File: src/rtl/conv_window_buf_pkg.sv
// Shared defaults and FSM encoding for the conv window line-buffer stage.
package conv_window_buf_pkg;
   localparam int DWIDTH  = 16;
   localparam int FSIZE   = 5;
   localparam int IMGSIZE = 32;
   localparam int LWIDTH  = 6;

   typedef enum logic [1:0] {S_IDLE, S_RUN, S_DONE} state_t;
endpackage

File: src/rtl/winbuf_line.sv
// One image line of history: single-port memory, combinational read of the
// old entry with the new entry written at the same edge (read-before-write).
module winbuf_line #(
   parameter int DWIDTH = 16,
   parameter int DEPTH  = 32,
   parameter int AW     = 5
) (
   input  logic              clk,
   input  logic              we,
   input  logic [AW-1:0]     addr,
   input  logic [DWIDTH-1:0] wdata,
   output logic [DWIDTH-1:0] rdata
);
   logic [DWIDTH-1:0] mem_q [DEPTH];

   assign rdata = mem_q[addr];

   always_ff @(posedge clk) begin
      if (we) mem_q[addr] <= wdata;
   end
endmodule

File: src/rtl/conv_window_buf.sv
// Raster pixel stream -> FSIZE x FSIZE valid-mode sliding windows for the conv tree.
// Optional stride-2 decimation under RENKON_WINBUF_STRIDE_EN.
module conv_window_buf #(
   parameter int DWIDTH  = conv_window_buf_pkg::DWIDTH,
   parameter int FSIZE   = conv_window_buf_pkg::FSIZE,
   parameter int IMGSIZE = conv_window_buf_pkg::IMGSIZE,
   parameter int LWIDTH  = conv_window_buf_pkg::LWIDTH
) (
   input  logic                                clk,
   input  logic                                xrst,
   input  logic                                start,
   input  logic [LWIDTH-1:0]                   img_size,
`ifdef RENKON_WINBUF_STRIDE_EN
   input  logic                                stride,
`endif
   input  logic                                pixel_valid,
   input  logic [DWIDTH-1:0]                   pixel_in,
   output logic                                busy,
   output logic                                window_valid,
   output logic [FSIZE*FSIZE-1:0][DWIDTH-1:0]  window_out,
   output logic                                done
);
   import conv_window_buf_pkg::*;

   localparam int NL = FSIZE - 1;
   localparam int AW = (IMGSIZE > 1) ? $clog2(IMGSIZE) : 1;
   localparam logic [LWIDTH-1:0] SIZE_MAX = LWIDTH'(IMGSIZE);
   localparam logic [LWIDTH-1:0] FM1      = LWIDTH'(FSIZE - 1);

   state_t                             state_q, state_d;
   logic [LWIDTH-1:0]                  row_q, row_d, col_q, col_d, size_q, size_d;
   logic                               wv_q, wv_d;
   logic [FSIZE*FSIZE-1:0][DWIDTH-1:0] win_q, win_d;
   logic [NL-1:0][DWIDTH-1:0]          line_rd, line_wr;
   logic                               accept, last_col, keep;
`ifdef RENKON_WINBUF_STRIDE_EN
   logic                               stride_q, stride_d;
`endif

   assign accept   = (state_q == S_RUN) && pixel_valid && (size_q != '0);
   assign last_col = (col_q == size_q - 1'b1);

`ifdef RENKON_WINBUF_STRIDE_EN
   // FSIZE-1 is even, so offset parity from the first window equals row/col parity match.
   assign keep = !stride_q || ((row_q[0] == FM1[0]) && (col_q[0] == FM1[0]));
`else
   assign keep = 1'b1;
`endif

   // Line NL-1 holds the newest row; each accept ages every line by one.
   for (genvar k = 0; k < NL; k++) begin : g_line
      if (k == NL - 1) begin : g_new
         assign line_wr[k] = pixel_in;
      end else begin : g_old
         assign line_wr[k] = line_rd[k+1];
      end
      winbuf_line #(.DWIDTH(DWIDTH), .DEPTH(IMGSIZE), .AW(AW)) u_line (
         .clk   (clk),
         .we    (accept),
         .addr  (col_q[AW-1:0]),
         .wdata (line_wr[k]),
         .rdata (line_rd[k])
      );
   end

   always_ff @(posedge clk) begin
      if (xrst) begin
         state_q  <= S_IDLE;
         row_q    <= '0;
         col_q    <= '0;
         size_q   <= '0;
         wv_q     <= 1'b0;
         win_q    <= '0;
`ifdef RENKON_WINBUF_STRIDE_EN
         stride_q <= 1'b0;
`endif
      end else begin
         state_q  <= state_d;
         row_q    <= row_d;
         col_q    <= col_d;
         size_q   <= size_d;
         wv_q     <= wv_d;
         win_q    <= win_d;
`ifdef RENKON_WINBUF_STRIDE_EN
         stride_q <= stride_d;
`endif
      end
   end

   always_comb begin
      state_d  = state_q;
      row_d    = row_q;
      col_d    = col_q;
      size_d   = size_q;
      win_d    = win_q;
      wv_d     = 1'b0;
`ifdef RENKON_WINBUF_STRIDE_EN
      stride_d = stride_q;
`endif
      case (state_q)
         S_IDLE: begin
            if (start) begin
               size_d  = (img_size > SIZE_MAX) ? SIZE_MAX : img_size;
               row_d   = '0;
               col_d   = '0;
               state_d = S_RUN;
`ifdef RENKON_WINBUF_STRIDE_EN
               stride_d = stride;
`endif
            end
         end
         S_RUN: begin
            if (size_q == '0) begin
               state_d = S_DONE;
            end else if (accept) begin
               for (int r = 0; r < FSIZE; r++)
                  for (int c = 0; c < FSIZE - 1; c++)
                     win_d[r*FSIZE+c] = win_q[r*FSIZE+c+1];
               for (int r = 0; r < NL; r++)
                  win_d[r*FSIZE+FSIZE-1] = line_rd[r];
               win_d[FSIZE*FSIZE-1] = pixel_in;
               wv_d = (row_q >= FM1) && (col_q >= FM1) && keep;
               if (last_col) begin
                  col_d = '0;
                  row_d = row_q + 1'b1;
                  if (row_q == size_q - 1'b1) state_d = S_DONE;
               end else begin
                  col_d = col_q + 1'b1;
               end
            end
         end
         S_DONE:  state_d = S_IDLE;
         default: state_d = S_IDLE;
      endcase
   end

   always_comb begin
      busy = (state_q == S_RUN);
      done = (state_q == S_DONE);
   end

   assign window_valid = wv_q;
   assign window_out   = win_q;
endmodule

File: config.mk
export PLATFORM = sky130hd
export DESIGN_NAME = conv_window_buf
export DESIGN_NICKNAME = d
export VERILOG_FILES = /design/src/rtl/conv_window_buf_pkg.sv /design/src/rtl/winbuf_line.sv /design/src/rtl/conv_window_buf.sv
export SDC_FILE = /design/constraint.sdc
export NUM_CORES = 2
export LEC_CHECK = 0
export CAP_MARGIN = 15
export CORE_MARGIN = 1.5
export CORE_UTILIZATION = 35
export CTS_CLUSTER_DIAMETER = 60
export DETAILED_ROUTE_END_ITERATION = 7
export DONT_BUFFER_PORTS = 1
export PLACE_DENSITY_LB_ADDON = 0.1
export SYNTH_ARGS = -nofsm -noshare
export SYNTH_HDL_FRONTEND = slang
export SYNTH_SLANG_ARGS = --single-unit
File: constraint.sdc
create_clock -name clk -period 6 [get_ports clk]
set_input_delay 1.5 -clock clk [delete_from_list [all_inputs] [get_ports clk]]
set_output_delay 1.5 -clock clk [all_outputs]
set_load 0.05 [all_outputs]
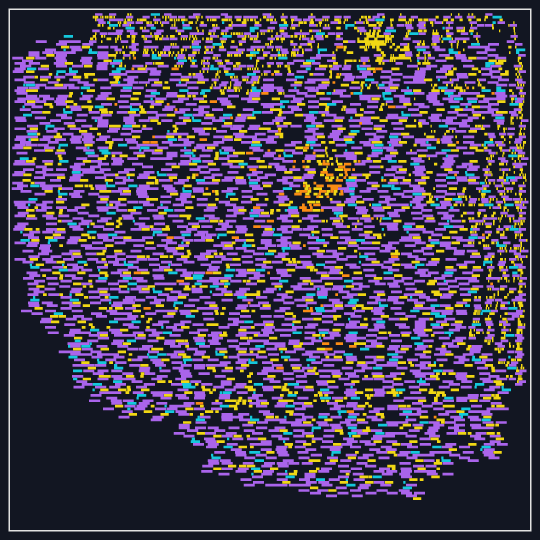
cell_classes.png
Drawn at 1 px/µm.
Yellow shows all other logic, cells 2326. Purple shows flops, cells 2474. Orange shows other buffers and delay cells, cells 119. Cyan shows clock drivers and dummy loads, cells 489.

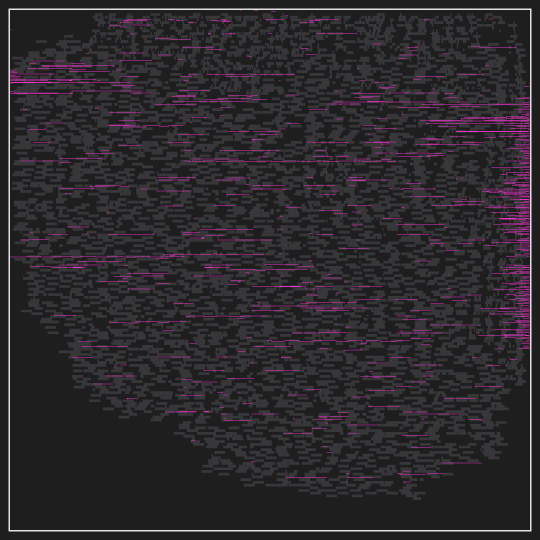
met3.png
Drawn at 1 px/µm.
389 nets have wire on it. The longest straight run is 103 µm.

==> flow_summary.toml <==
# generated from flow reports
[placed_design]
dp.cells = 8452
gp_congestion = 0.745

[worst_setup_path]
crit_type = "register to register"
setup.worst_path.end = "g_line[2].u_line.mem_q[15][10]$_DFFE_PP_"
r2r_cells = 6
cp_slowest_cell = "nand3_1"
cp_cell_sequence = "nand2b_1 -> inv_1 -> o211a_4 -> nand3_1 -> nor2_4 -> buf_4"
slowest_delay_ps = 730
critical_path.startpoint = "state_q[1]$_SDFFE_PP0P_"
cp.depth = 6

[yosys]
top_area_cell = "edfxtp_1"
ys_sh_aoi = 0.0259
synth_adder_area_share = 0.000936
synth-seq-cells = 2474
synthCells = 5114
postSynthNetCount = 5147
postSynthAreaPerCell_um2 = 18.3
yosys_warnings = 0
edf_count = 2048

[layout]
regMostFlops = "g_line.u_line.mem_q"
lay_top_cells = "2048 x edfxtp_1, 716 x nand2_1, 522 x mux4_2, 416 x dfxtp_1, 342 x a21oi_1"
register_area_mm2 = 0.0701
nets = 5234
clk_share = 0.0796
final_common_cell = "edfxtp_1"
clkbuf_count = 388

[clocking]
hold_buffers = 0
cts-root-buf = "clkbuf_16"
clk_path_buf_depth = 4
cts_resized = 0
clkTransAtPathRegs_ps = 60

[global_route]
track_usage = 0.190
grt_pass1_vias = 48100
gr-usage-met3 = 0.0320
use_met2 = 0.319
gr-max-usage-layer = "met2"
gr-total-overflow = 0

[detailed_routing]
drt-met1-wl_um = 113000
wl_per_cell_um = 29.2
route.detailed.drc = 0
wl_met2_um = 129000
wl_met3_um = 11900
vias_per_cell = 5.25
wl_um = 261000

[power]
power_leader = "registers"
leakage_nw = 31.8
vdd.ir_drop.worst_mv = 0.216
power.internal_mw = 28.5

[die]
chip_area_mm2 = 0.270
die_h_um = 520

[worst_hold_path]
hold_depth = 2

[run_status]
status = "finished, final reports clean"

[job]
warning_count = 42

[sta]
final.setup.worst_slack_ps = 1690
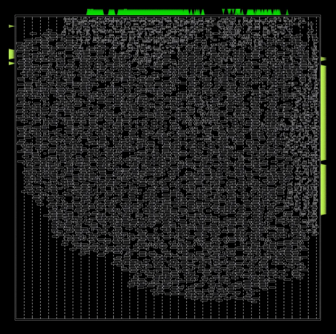
final_placement.png
# Taps: 3533
Finished Layout Cells: 8943
row count: 189
core area: 0.266 mm²

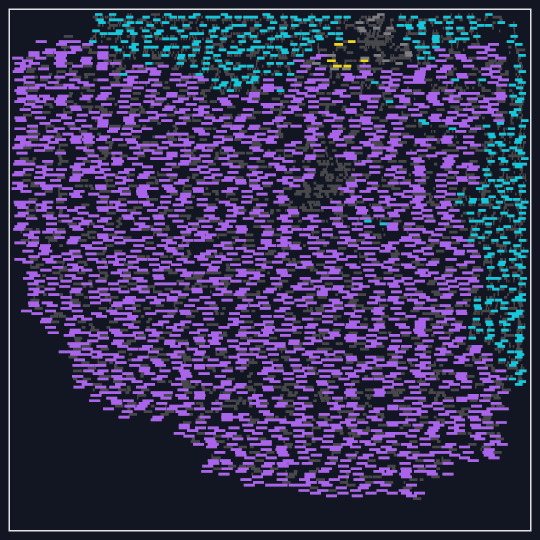
registers.png
Drawn at 1 px/µm. Other sequential cells in the stronger gray, the rest of the logic in the fainter gray.
Yellow shows col_q, sequential cells 6. Cyan shows window_out, sequential cells 400. Purple shows g_line.u_line.mem_q, sequential cells 2048, where widely spread.
Another 20 sequential cells are not colored.

[cell usage after synthesis, drive strengths merged, types with 2 or more instances]
library cell and n:
edfxtp 2048, nand2 716, mux4 522, dfxtp 426, a21oi 342, mux2i 314
clkbuf 168, buf 145, nor2 145, mux2 50, o21a 48, nand3 34
nor3 21, nand3b 17, o21ai 12, xnor2 10, a22o 9, inv 8
ha 7, nand2b 7, and3 6, nor4 6, a221o 5, or3 5
xor2 5, nor2b 4, o2111ai 4, xnor3 4, nor3b 3, a211oi 2
a311oi 2, and2 2, o211ai 2, o311ai 2, or4 2
[worst reg2reg max path, delay by kind of cell, from the launching register on]
family / cells / cell delay [ps]
simple gates: 3 / 1710
buf+inv: 2 / 1160
compound gates: 1 / 690
flops: 1 / 320
